$ cat src/rtl/match_controller.sv
// Purpose: pong match sequencer. It owns the match state, both scores and the serve
//   direction, gates motion through run_o and requests a ball re-centre through serve_o.
// Latency: every output is registered and changes on the same edge as the state change
//   (one cycle after the causing input). There is no backpressure: inputs are sampled
//   every cycle and nothing is stalled.
// Optional feature: MATCH_PAUSE_EN (define to enable the pause key / PAUSED state).
// Ports:
//   clk_i, rst_i     clock, synchronous active-high reset
//   frame_i          one-cycle pulse per frame; advances SERVE/POINT timers
//   start_i/pause_i  key levels; rising edges detected internally
//   miss_left_i      player scores; miss_right_i: pc scores (PLAY only)
//   rnd_bit_i        first serve direction, latched when leaving IDLE
//   run_o            motion enable; serve_o: one-cycle re-centre pulse
//   serve_dir_o      1 = toward player; score_player_o / score_pc_o: scores
//   game_over_o      high in OVER; winner_o: 1 = player won; state_o: encoded state
module match_controller #(
  parameter int SCORE_W      = 4,
  parameter int WIN_SCORE    = 9,
  parameter int SERVE_FRAMES = 60,
  parameter int POINT_FRAMES = 90,
  parameter int CNT_W        = 8
) (
  input  logic               clk_i,
  input  logic               rst_i,
  input  logic               frame_i,
  input  logic               start_i,
  input  logic               pause_i,
  input  logic               miss_left_i,
  input  logic               miss_right_i,
  input  logic               rnd_bit_i,
  output logic               run_o,
  output logic               serve_o,
  output logic               serve_dir_o,
  output logic [SCORE_W-1:0] score_player_o,
  output logic [SCORE_W-1:0] score_pc_o,
  output logic               game_over_o,
  output logic               winner_o,
  output logic [2:0]         state_o
);

  typedef enum logic [2:0] {
    S_IDLE   = 3'd0,
    S_SERVE  = 3'd1,
    S_PLAY   = 3'd2,
    S_POINT  = 3'd3,
    S_OVER   = 3'd4,
    S_PAUSED = 3'd5
  } state_t;

`ifdef MATCH_PAUSE_EN
  localparam bit PAUSE_EN = 1'b1;
`else
  // Pause key has no effect; PAUSED can never be entered.
  localparam bit PAUSE_EN = 1'b0;
`endif

  // Timed states exit on the frame pulse that finds the counter at N-1,
  // so each lasts exactly N frame pulses.
  localparam logic [CNT_W-1:0]   SERVE_LAST = CNT_W'(SERVE_FRAMES - 1);
  localparam logic [CNT_W-1:0]   POINT_LAST = CNT_W'(POINT_FRAMES - 1);
  // Comparing the pre-increment score avoids an extra adder on the compare path.
  localparam logic [SCORE_W-1:0] WIN_M1     = SCORE_W'(WIN_SCORE - 1);

  state_t             state;
  logic [CNT_W-1:0]   cnt;
  logic               start_q;
  logic               pause_q;
  logic               start_edge;
  logic               pause_edge;

  assign start_edge = start_i & ~start_q;
  assign pause_edge = PAUSE_EN & pause_i & ~pause_q;
  assign state_o    = state;

  always_ff @(posedge clk_i) begin
    if (rst_i) begin
      state          <= S_IDLE;
      cnt            <= '0;
      start_q        <= 1'b0;
      pause_q        <= 1'b0;
      run_o          <= 1'b0;
      serve_o        <= 1'b0;
      serve_dir_o    <= 1'b0;
      score_player_o <= '0;
      score_pc_o     <= '0;
      game_over_o    <= 1'b0;
      winner_o       <= 1'b0;
    end else begin
      start_q <= start_i;
      pause_q <= pause_i;
      serve_o <= 1'b0;
      case (state)
        S_IDLE: begin
          if (start_edge) begin
            serve_dir_o <= rnd_bit_i;
            state       <= S_SERVE;
            cnt         <= '0;
          end
        end
        S_SERVE: begin
          if (frame_i) begin
            if (cnt == SERVE_LAST) begin
              state   <= S_PLAY;
              cnt     <= '0;
              run_o   <= 1'b1;
              serve_o <= 1'b1;
            end else begin
              cnt <= cnt + CNT_W'(1);
            end
          end
        end
        S_PLAY: begin
          if (miss_left_i && miss_right_i) begin
            // Void rally: replay the point without touching score or direction.
            state <= S_POINT;
            cnt   <= '0;
            run_o <= 1'b0;
          end else if (miss_left_i) begin
            score_player_o <= score_player_o + SCORE_W'(1);
            serve_dir_o    <= 1'b0;
            cnt            <= '0;
            run_o          <= 1'b0;
            if (score_player_o == WIN_M1) begin
              state       <= S_OVER;
              game_over_o <= 1'b1;
              winner_o    <= 1'b1;
            end else begin
              state <= S_POINT;
            end
          end else if (miss_right_i) begin
            score_pc_o  <= score_pc_o + SCORE_W'(1);
            serve_dir_o <= 1'b1;
            cnt         <= '0;
            run_o       <= 1'b0;
            if (score_pc_o == WIN_M1) begin
              state       <= S_OVER;
              game_over_o <= 1'b1;
              winner_o    <= 1'b0;
            end else begin
              state <= S_POINT;
            end
          end else if (pause_edge) begin
            // Misses take priority over pause; counter is left as is.
            state <= S_PAUSED;
            run_o <= 1'b0;
          end
        end
        S_POINT: begin
          if (frame_i) begin
            if (cnt == POINT_LAST) begin
              state <= S_SERVE;
              cnt   <= '0;
            end else begin
              cnt <= cnt + CNT_W'(1);
            end
          end
        end
        S_OVER: begin
          // Serve direction carries over from the final point.
          if (start_edge) begin
            score_player_o <= '0;
            score_pc_o     <= '0;
            state          <= S_SERVE;
            cnt            <= '0;
            game_over_o    <= 1'b0;
          end
        end
        S_PAUSED: begin
          // Resume goes straight back to PLAY; the ball is not re-served.
          if (pause_edge) begin
            state <= S_PLAY;
            run_o <= 1'b1;
          end
        end
        default: begin
          state       <= S_IDLE;
          cnt         <= '0;
          run_o       <= 1'b0;
          game_over_o <= 1'b0;
        end
      endcase
    end
  end

endmodule

$ cat config.mk
export PLATFORM = sky130hd
export DESIGN_NAME = match_controller
export DESIGN_NICKNAME = d
export VERILOG_FILES = /design/src/rtl/match_controller.sv
export SDC_FILE = /design/constraint.sdc
export NUM_CORES = 1
export LEC_CHECK = 0
export CAP_MARGIN = 0
export CORE_ASPECT_RATIO = 0.5
export CORE_MARGIN = 2
export CORE_UTILIZATION = 44
export DETAILED_ROUTE_END_ITERATION = 10
export PLACE_DENSITY = 0.69
export SLEW_MARGIN = 40
export SYNTH_ARGS = -nofsm -noshare
export SYNTH_HDL_FRONTEND = slang
export SYNTH_SLANG_ARGS = --single-unit
export TNS_END_PERCENT = 1
$ cat constraint.sdc
create_clock -name clk_i -period 1.9 [get_ports clk_i]
set_input_delay 0.38 -clock clk_i [delete_from_list [all_inputs] [get_ports clk_i]]
set_output_delay 0.38 -clock clk_i [all_outputs]
set_load 0.005 [all_outputs]
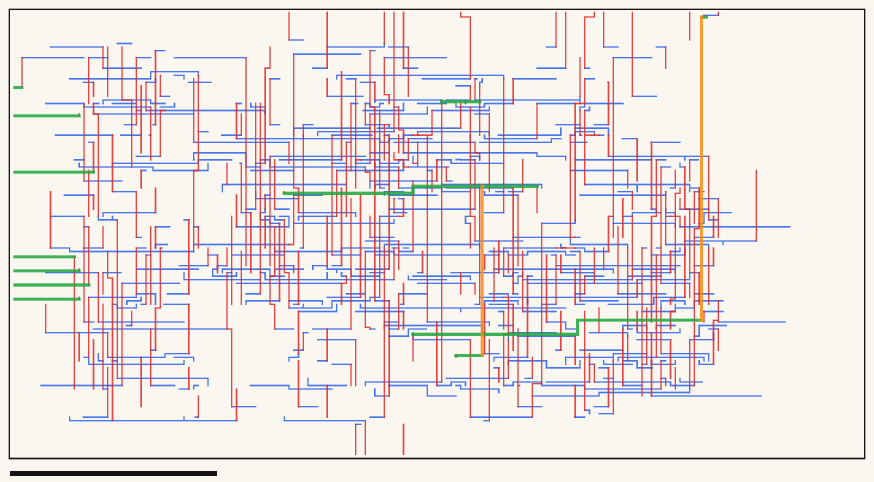
(run_1/metal_stack.png)
Bar = 20 µm.
- met4: orange (wire length 45.6 µm)
- met3: green (wire length 101 µm)
- met1: blue (wire length 1540 µm)
- met2: red (wire length 1480 µm)

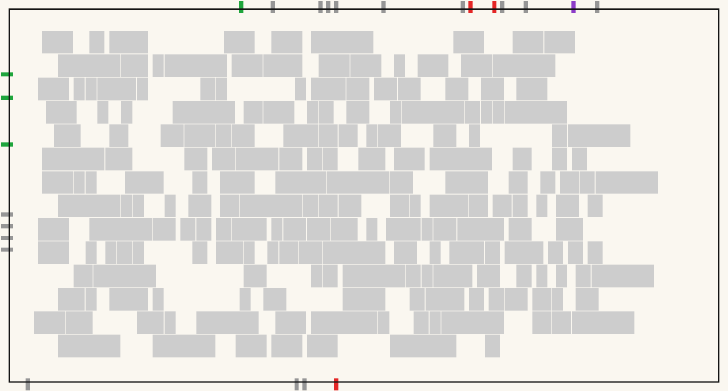
(run_1/pins.png)
Pins as bars across the die edge, other pins in grey.
- serve_o: purple (pins 1; direction output; edge top)
- state_o: red (pins 3; direction output; edge 2 top, 1 bottom)
- score_player_o: green (pins 4; direction output; edge 3 left, 1 top)
die x size: 82.4 µm
die height: 43.2 µm
# port buffers: 22

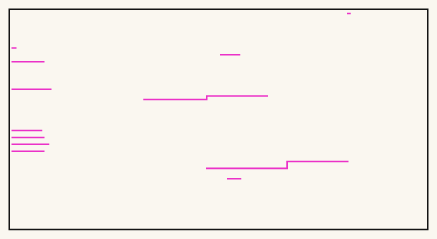
(run_1/met3.png)
- nets with wire on the layer: 10
- main direction: horizontal
- wire length on this layer: 101 µm

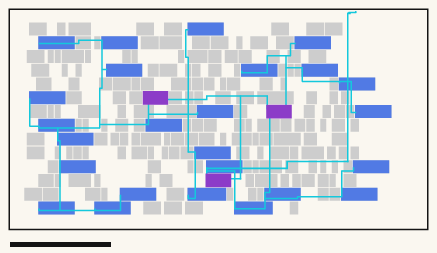
(run_1/clock_map.png)
Bar = 20 µm.
- clock wires: cyan (length 380 µm)
- cells driving clock nets: purple (count 3)
- flip-flops: blue (count 25)
- routed clock nets: 4

==> results.yml, run 1 <==
# yosys + openroad results
sta:
  fin_skew_ps: 5.26
  period_needed_ps: 1790
  finalSetupViolCount: 0
  max_freq_mhz: 559
  hold_violations: 0
  tightest_slew_ps: 353
synth:
  synth_flop_count: 25
  synth_area_um2: 1350
  yosys_area_um2: 1350
  top_cell_area_share_pct: 37.0
  top_logic_kind: "simple AND/OR/NAND/NOR gates"
  ys_cells: 162
critical_path:
  ff2ff_path_depth: 7
  crit_slowest_cell: "dfxtp_2"
  start_kind: "register"
  cp_data_arrival_time_ps: 2010
drt:
  vias: 1300
  drc: 0
  post_drt_wl_per_cell_um: 13.0
finish:
  fin_nets: 218
  drive_above_1_share_pct: 17.7
  lay_top_cells: "dfxtp_1 (23), clkdlybuf4s50_1 (22), buf_4 (21)"
  signal_buffers: 44
  top_register: "cnt"
  areaGrowthSynthToFinish_pct: 34.4
die:
  num_rows: 14
  core-area_um2: 2960
power:
  p_comb_w: 0.000128
  p_leak_nw: 0.668
  fin_total_pwr_w: 0.00100
global_route:
  met2_usage_pct: 33.2
  grt_usage_pct: 19.7
  antenna_found_initial: 0
placement:
  place_area_um2: 1760
clock_network:
  clk_pin_slew_ps: 90
  cts-root-buf: "clkbuf_8"
worst_hold_path:
  hold_depth: 2
status:
  run_status: "finished clean"
==> run 1 -> run 2 <==
--- a/config.mk
+++ b/config.mk
@@ -9,8 +9,9 @@
 export CORE_ASPECT_RATIO = 0.5
 export CORE_MARGIN = 2
 export CORE_UTILIZATION = 44
+export CTS_BUF_LIST = sky130_fd_sc_hd__clkbuf_2 sky130_fd_sc_hd__clkbuf_4 sky130_fd_sc_hd__clkbuf_8
 export DETAILED_ROUTE_END_ITERATION = 10
-export PLACE_DENSITY = 0.69
+export PLACE_DENSITY = 0.71
 export SLEW_MARGIN = 40
 export SYNTH_ARGS = -nofsm -noshare
 export SYNTH_HDL_FRONTEND = slang
==> constraint.sdc (replaced) <==
create_clock -name clk_i -period 1.47 [get_ports clk_i]
set_input_delay 0.294 -clock clk_i [delete_from_list [all_inputs] [get_ports clk_i]]
set_output_delay 0.294 -clock clk_i [all_outputs]
set_load 0.005 [all_outputs]
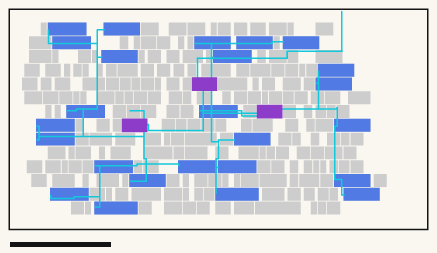
(run_2/clock_map.png)
Bar = 20 µm.
- flip-flops: blue (count 25)
- cells driving clock nets: purple (count 3)
- clock wires: cyan (length 323 µm)
- flops lie: widely spread
Clock power frac: 33.0%
skew final: 1.95 ps

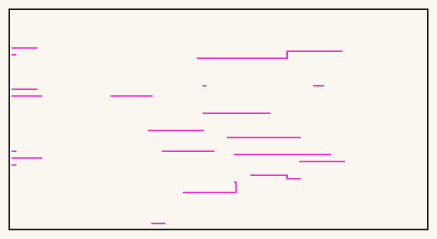
(run_2/met3.png)
- share of all routed wire: 4.2%
- main direction: horizontal
- wire length on this layer: 165 µm
final WL: 3.94 mm
GRT met3 Usage: 5.96%
via count: 1444

==> results.yml, run 2 <==
# yosys + openroad results
status:
  run_status: "complete, but fails checks"
  violations: "setup timing"
finish:
  fin_nets: 249
  signal_buffers: 75
  top_register: "cnt"
  drive_above_1_share_pct: 41.0
die:
  num_rows: 14
  core-area_um2: 2960
  die_x_um: 82.4
  die_h_um: 43.2
critical_path:
  ff2ff_path_depth: 7
  crit_slowest_cell: "or4_4"
  cp_data_arrival_time_ps: 2000
power:
  p_comb_w: 0.000198
  p_leak_nw: 0.925
  fin_total_pwr_w: 0.00132
  power_leader: "sequential cells"
global_route:
  grt_usage_pct: 22.2
  met2_usage_pct: 39.4
synth:
  top_cell_area_share_pct: 37.0
  synth_cell_type_count: 44
  synth_flop_count: 25
  top_logic_kind: "simple AND/OR/NAND/NOR gates"
  ys_cells: 162
  async_reset_ff_share_pct: 0
clock_network:
  insertion_delay_ps: 270
  cts-root-buf: "clkbuf_8"
  clk_pin_slew_ps: 90
placement:
  place_area_um2: 1970
  port_buffers: 22
sta:
  max_freq_mhz: 559
  fin_ws_ps: -318
  finalSetupViolCount: 15
  tightest_slew_ps: 301
  hold_violations: 0
drt:
  post_drt_wl_per_cell_um: 14.4
  drc: 0
worst_hold_path:
  hold_depth: 2
==> run 2 -> run 3 <==
--- a/config.mk
+++ b/config.mk
@@ -11,7 +11,7 @@
 export CORE_UTILIZATION = 44
 export CTS_BUF_LIST = sky130_fd_sc_hd__clkbuf_2 sky130_fd_sc_hd__clkbuf_4 sky130_fd_sc_hd__clkbuf_8
 export DETAILED_ROUTE_END_ITERATION = 10
-export PLACE_DENSITY = 0.71
+export PLACE_DENSITY = 0.73
 export SLEW_MARGIN = 40
 export SYNTH_ARGS = -nofsm -noshare
 export SYNTH_HDL_FRONTEND = slang
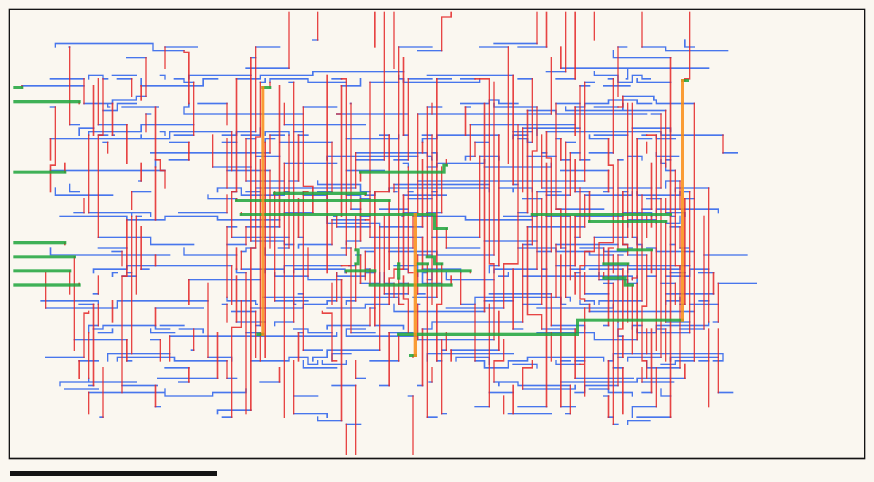
(run_3/metal_stack.png)
Bar = 20 µm.
- met3: green (wire length 169 µm)
- met4: orange (wire length 60.5 µm)
- met2: red (wire length 1880 µm)
- met1: blue (wire length 1620 µm)

==> results.yml, run 3 <==
# yosys + openroad results
global_route:
  grt_usage_pct: 22.3
  use_met3_pct: 5.53
drt:
  drc: 0
  post_drt_wl_per_cell_um: 14.0
  vias: 1408
worst_hold_path:
  hold_depth: 2
power:
  power_leader: "sequential cells"
  p_clk_share_pct: 33.4
sta:
  fin_ws_ps: -272
  max_freq_mhz: 574
  fin_skew_ps: 6.72
  tightest_slew_ps: 379
  finalSetupViolCount: 10
clock_network:
  insertion_delay_ps: 270
  clk_pin_slew_ps: 90
status:
  violations: "setup timing"
  run_status: "complete, but fails checks"
critical_path:
  cp_data_arrival_time_ps: 1960
die:
  die_h_um: 43.2
  die_x_um: 82.4
synth:
  ys_cells: 162
  top_logic_kind: "simple AND/OR/NAND/NOR gates"
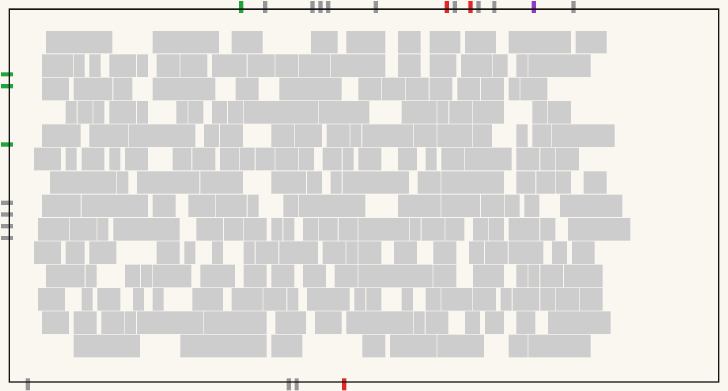
(run_3/pins.png)
Pins as bars across the die edge, other pins in grey.
- state_o: red (pins 3; direction output; edge 2 top, 1 bottom)
- serve_o: purple (pins 1; direction output; edge top)
- score_player_o: green (pins 4; direction output; edge 3 left, 1 top)
- all pins by edge: 13 top, 7 left, 4 bottom

Power is estimated from default activity; no workload was simulated.
